===== config.mk =====
export PLATFORM = sky130hd
export DESIGN_NAME = alu_seq_ctrl
export DESIGN_NICKNAME = d
export VERILOG_FILES = /design/src/rtl/alu_seq_ctrl.sv
export SDC_FILE = /design/constraint.sdc
export NUM_CORES = 1
export LEC_CHECK = 0
export CORE_UTILIZATION = 42
export CTS_CLUSTER_DIAMETER = 50
export DETAILED_ROUTE_END_ITERATION = 7
export GPL_TIMING_DRIVEN = 1
export PLACE_DENSITY = 0.85
export REMOVE_ABC_BUFFERS = 1
export SYNTH_ARGS = -nofsm -noshare
export SYNTH_HDL_FRONTEND = slang
export SYNTH_SLANG_ARGS = --single-unit

===== constraint.sdc =====
create_clock -name clk -period 4.8 [get_ports clk]
set_input_delay 1.2 -clock clk [delete_from_list [all_inputs] [get_ports clk]]
set_output_delay 1.2 -clock clk [all_outputs]
set_load 0.02 [all_outputs]

===== src/rtl/alu_seq_ctrl.sv =====
// Sequencer that steps a register-bank/ALU datapath through read, execute and
// write-back for one operation, and loads keypad nibbles into the bank while idle.
module alu_seq_ctrl #(
    parameter int unsigned DATA_W = 8
) (
    input  logic              clk,
    input  logic              reset,
    input  logic              start,
    input  logic [1:0]        op_in,
    input  logic [1:0]        addr_a_in,
    input  logic [1:0]        addr_b_in,
    input  logic [1:0]        addr_d_in,
    input  logic              wb_en,
    input  logic              key_valid,
    input  logic [3:0]        key_code,
    input  logic [DATA_W-1:0] alu_result,
    input  logic              alu_zero,
    input  logic              alu_carry,
    output logic [1:0]        rf_rd_addr_a,
    output logic [1:0]        rf_rd_addr_b,
    output logic              rf_wr_en,
    output logic [1:0]        rf_wr_addr,
    output logic [DATA_W-1:0] rf_wr_data,
    output logic [1:0]        alu_sel,
    output logic [DATA_W-1:0] result,
    output logic              zero_flag,
    output logic              carry_flag,
    output logic              busy,
    output logic              done,
    output logic [1:0]        key_ptr,
    output logic              key_lost
);

    typedef enum logic [2:0] {S_IDLE, S_RD, S_EX, S_WB, S_DONE} state_t;

    state_t            state_q, state_d;
    logic [1:0]        op_q, op_d;
    logic [1:0]        addr_a_q, addr_a_d;
    logic [1:0]        addr_b_q, addr_b_d;
    logic [1:0]        addr_d_q, addr_d_d;
    logic              wb_en_q, wb_en_d;
    logic [DATA_W-1:0] result_q, result_d;
    logic              zero_q, zero_d;
    logic              carry_q, carry_d;
    logic [1:0]        key_ptr_q, key_ptr_d;
    logic              key_lost_q, key_lost_d;

    always_ff @(posedge clk or posedge reset) begin
        if (reset) begin
            state_q    <= S_IDLE;
            op_q       <= '0;
            addr_a_q   <= '0;
            addr_b_q   <= '0;
            addr_d_q   <= '0;
            wb_en_q    <= 1'b0;
            result_q   <= '0;
            zero_q     <= 1'b0;
            carry_q    <= 1'b0;
            key_ptr_q  <= '0;
            key_lost_q <= 1'b0;
        end else begin
            state_q    <= state_d;
            op_q       <= op_d;
            addr_a_q   <= addr_a_d;
            addr_b_q   <= addr_b_d;
            addr_d_q   <= addr_d_d;
            wb_en_q    <= wb_en_d;
            result_q   <= result_d;
            zero_q     <= zero_d;
            carry_q    <= carry_d;
            key_ptr_q  <= key_ptr_d;
            key_lost_q <= key_lost_d;
        end
    end

    always_comb begin
        state_d      = state_q;
        op_d         = op_q;
        addr_a_d     = addr_a_q;
        addr_b_d     = addr_b_q;
        addr_d_d     = addr_d_q;
        wb_en_d      = wb_en_q;
        result_d     = result_q;
        zero_d       = zero_q;
        carry_d      = carry_q;
        key_ptr_d    = key_ptr_q;
        key_lost_d   = key_lost_q;
        rf_rd_addr_a = '0;
        rf_rd_addr_b = '0;
        rf_wr_en     = 1'b0;
        rf_wr_addr   = '0;
        rf_wr_data   = '0;
        alu_sel      = '0;
        busy         = 1'b0;
        done         = 1'b0;

        // A key is only consumed in IDLE when no start competes for the cycle.
        if (key_valid && !(state_q == S_IDLE && !start))
            key_lost_d = 1'b1;

        case (state_q)
            S_IDLE: begin
                if (start) begin
                    state_d  = S_RD;
                    op_d     = op_in;
                    addr_a_d = addr_a_in;
                    addr_b_d = addr_b_in;
                    addr_d_d = addr_d_in;
                    wb_en_d  = wb_en;
                end else if (key_valid && !reset) begin
                    rf_wr_en   = 1'b1;
                    rf_wr_addr = key_ptr_q;
                    rf_wr_data = {{(DATA_W-4){1'b0}}, key_code};
                    key_ptr_d  = key_ptr_q + 2'd1;
                end
            end
            S_RD, S_EX, S_WB: begin
                busy         = 1'b1;
                rf_rd_addr_a = addr_a_q;
                rf_rd_addr_b = addr_b_q;
                alu_sel      = op_q;
                if (state_q == S_RD) begin
                    state_d = S_EX;
                end else if (state_q == S_EX) begin
                    state_d  = S_WB;
                    result_d = alu_result;
                    zero_d   = alu_zero;
                    carry_d  = alu_carry;
                end else begin
                    state_d    = S_DONE;
                    rf_wr_en   = wb_en_q;
                    rf_wr_addr = wb_en_q ? addr_d_q : 2'd0;
                    rf_wr_data = wb_en_q ? result_q : '0;
                end
            end
            S_DONE: begin
                done    = 1'b1;
                state_d = S_IDLE;
            end
            default: state_d = S_IDLE;
        endcase
    end

    assign result     = result_q;
    assign zero_flag  = zero_q;
    assign carry_flag = carry_q;
    assign key_ptr    = key_ptr_q;
    assign key_lost   = key_lost_q;

endmodule

==> images/layer_met1.png <==
The bar under the picture is 20 µm long. Supply wires on this layer in grey.
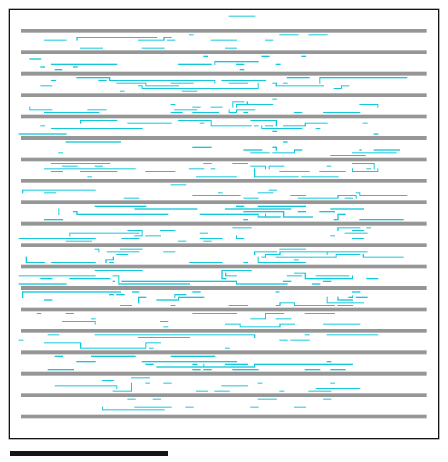
longest straight run: 20.2 µm
nets with wire on the layer: 147
share of all routed wire: 40%
main direction: horizontal
vias: 869
met1 track demand over resource in global routing: 21.5%
routed wire length: 2.38 mm

==> images/layer_met2.png <==
Cells faint in the background.
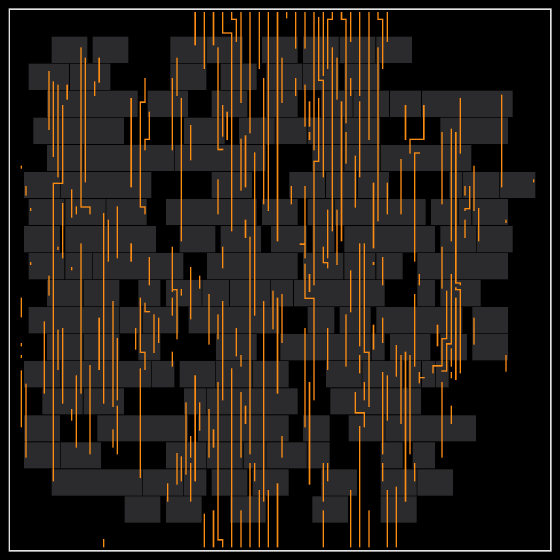
nets with wire on the layer: 161
wire length on this layer: 1,280 µm
main direction: vertical
longest straight run: 29.9 µm
met2 demand-to-capacity share in global routing: 32.5%

==> Implementation_results.wiki <==
=== Physical design figures ===
{| class="wikitable"
! Metric !! Value
|-
| Status || finished clean
|-
| Clkbuf count || 3
|-
| Reg-to-Reg End || key_ptr[0]
|-
| Stage delay of the slowest cell on the critical path || roughly 0.6 ns
|-
| Via count of the first global-routing pass || ~900
|-
| Deepest clock path buffer count || 2
|-
| Number of buffers outside the clock class in the layout || about 59
|-
| Origin of the worst setup path || start
|-
| Largest family of logic cells by area || multiplexers
|-
| Worst reg2reg startpoint || state_q[2]
|-
| Capturing element of the worst setup path || rf_wr_addr[1]
|-
| Detailed Place HPWL || 1.92 mm
|-
| Yosys stat cell total || roughly 85
|-
| Worst path depth || 5
|-
| Number of gates given a new drive strength after cts || 0
|-
| Count of final hold-check violations || 0
|-
| Net Sw Power || ~440 µW
|-
| Top-level port count || around 59
|-
| Count of routing violations after the opening detailed-route iteration || 12
|-
| Max-slew violation count || 0
|-
| Most congested layer reported by global routing || met2
|-
| Standard cell area after detailed placement || around 1700 µm²
|-
| Total power per unit cell area || approximately 640 nW/µm²
|-
| Met1 layer wirelength in the final routing || ~950 µm
|-
| Starting utilization of the core area || approximately 46%
|-
| Area fraction in full adders, half adders and majority gates || 0%
|-
| Worst Min Path Start || key_lost
|-
| Leftover overflow at the end of global routing || 0
|-
| Kind of start point of the critical path || input port
|-
| Arrival time at the worst endpoint || about 3.3 ns
|-
| ANT nets after route || 0
|-
| Number of logic gates || 54
|-
| Share of total power in sequential cells || about a third
|-
| Rel. slew slack || around 40%
|-
| Library cell with the largest summed area after synthesis || sky130_fd_sc_hd__dfrtp_1
|-
| Signal buffers share of area || 33.2%
|-
| Share of synthesized cell area in and, or, nand and nor gates || between 10% and 20%
|-
| Total number of sequential cells || 25
|-
| Max frequency || between 0.2 and 0.25 GHz
|-
| Root buffer cell || sky130_fd_sc_hd__clkbuf_4
|-
| Footprint of the flip-flops and latches || roughly 630 µm²
|-
| Total setup violations reported at the end of the flow || 0
|-
| Worst min-delay path class || reg -> reg
|-
| Sequential cell area share || between 30% and 40%
|-
| Area-dominant cell class after layout || flip-flops and latches
|-
| Number of OpenROAD warnings || 25
|-
| Clock network area share || between 1.5 and 2%
|-
| Peak supply drop || 0.460 mV
|-
| Most used cells in the layout excluding fill and tap cells || 58 x sky130_fd_sc_hd__clkdlybuf4s50_1, 25 x sky130_fd_sc_hd__dfrtp_1, 10 x sky130_fd_sc_hd__mux2_2
|-
| Predominant post-synthesis flop cell || sky130_fd_sc_hd__dfrtp_1
|-
| Endpoint class of the critical path || output pin
|-
| Worst Clk Skew || 0.0100 ns
|-
| Max-area cell share || a little over half
|-
| Most prevalent standard cell on the critical path || sky130_fd_sc_hd__clkdlybuf4s50_1
|-
| Multi-input gate share of the layout cell area || 27.5%
|-
| Post-synth EDFFs || 0
|-
| Met3 Track Usage GR || under 10%
|-
| Final-stage net count || about 170
|-
| H-tree levels || 1
|-
| Die Wd || about 54 µm
|-
| Biggest consumer || combinational cells
|-
| Crit Path Class || in -> out
|-
| Cell Area, Synth || roughly 1100 µm²
|-
| Worst Setup Slack post-DPL || 0.322 ns
|-
| Global-route wire length before repair || 3.88 mm
|-
| Detailed-routing iteration count for the pre-antenna-repair pass || 4
|-
| Inverter count of the layout excluding clock inverters || 1
|-
| GR Util All Layers || a little under a fifth
|-
| Chip Footprint || about 3000 µm²
|-
| Combinational cell power || around 640 µW
|-
| Cell family contributing the most delay on the critical path || buffers and inverters
|-
| Cell Rows || 18
|-
| Total power after layout || 1140 µW
|-
| Maximum capacitance violations || 0
|-
| Area of combinational cells with multiple inputs || 487 µm²
|-
| Antenna cells || 0
|-
| Tcrit/Tclk final || between 90% and 100%
|-
| CP Buf/Inv Count || 2
|-
| Height of the die || 54.3 µm
|-
| Highest layer used for signal routing || met4
|-
| Post-placement cell count || between 150 and 200
|-
| Yosys stat area || between 1000 and 1500 µm²
|-
| Slew at the pin closest to its max-slew limit || between 0.8 and 0.9 ns
|-
| Util after Layout || between 70% and 80%
|-
| Worst-path fanout max || 7
|-
| Final cell count without fillers || between 150 and 200
|-
| Clock tree from TritonCTS || yes
|-
| Clock slew at reported path FFs || 0.13 ns
|-
| Worst reg-to-reg setup slack || around 3.1 ns
|-
| Most used standard cells in the synthesized netlist || 25 x sky130_fd_sc_hd__dfrtp_1, 10 x sky130_fd_sc_hd__mux2_2, 9 x sky130_fd_sc_hd__mux2_1
|-
| Clock network power consumption || between 90 and 100 µW
|-
| Int Pwr || approximately 700 µW
|-
| Leakage dissipation || around 0.00075 µW
|-
| Hold Crit Endpoint || key_lost
|-
| Met3 wirelength from detailed routing || 134 µm
|-
| Critical Path RT || approximately 3.6 ns
|-
| Hold slack final || ~0.48 ns
|-
| DRC viols || 0
|-
| Critical-path cell with the highest stage delay || sky130_fd_sc_hd__clkdlybuf4s50_1
|-
| Switching Fraction || 38.9%
|-
| Pin count of the biggest net entering global routing || 26
|-
| Number of buffers created by CTS || 3
|-
| RSZ-0062 raised after global routing || false
|-
| Power dissipated in sequential cells || slightly above 400 µW
|-
| Clock power frac || under 10%
|-
| Top area cells in the synthesized netlist || sky130_fd_sc_hd__dfrtp_1 54%, sky130_fd_sc_hd__mux2_2 9.8%, sky130_fd_sc_hd__mux2_1 8.8%
|-
| Number of clock sinks seen by CTS || 25
|-
| Last weighted congestion value of the routability-driven placer || around 0.7
|-
| Tap cell count || 30
|-
| Parity-gate share of the synthesized area counting xor and xnor cells || 2.29%
|-
| Post-Synth AOI/OAI Area || between 5 and 6%
|-
| Max reg flops || 8
|-
| Layout Area Growth over Synthesis || 54.2%
|-
| Fraction of final layout cells with drive strength greater than 1 || about 15%
|-
| Sequential area share after synthesis || a little over half
|}
No activity file was given, so power comes from the tool's default toggle rates.
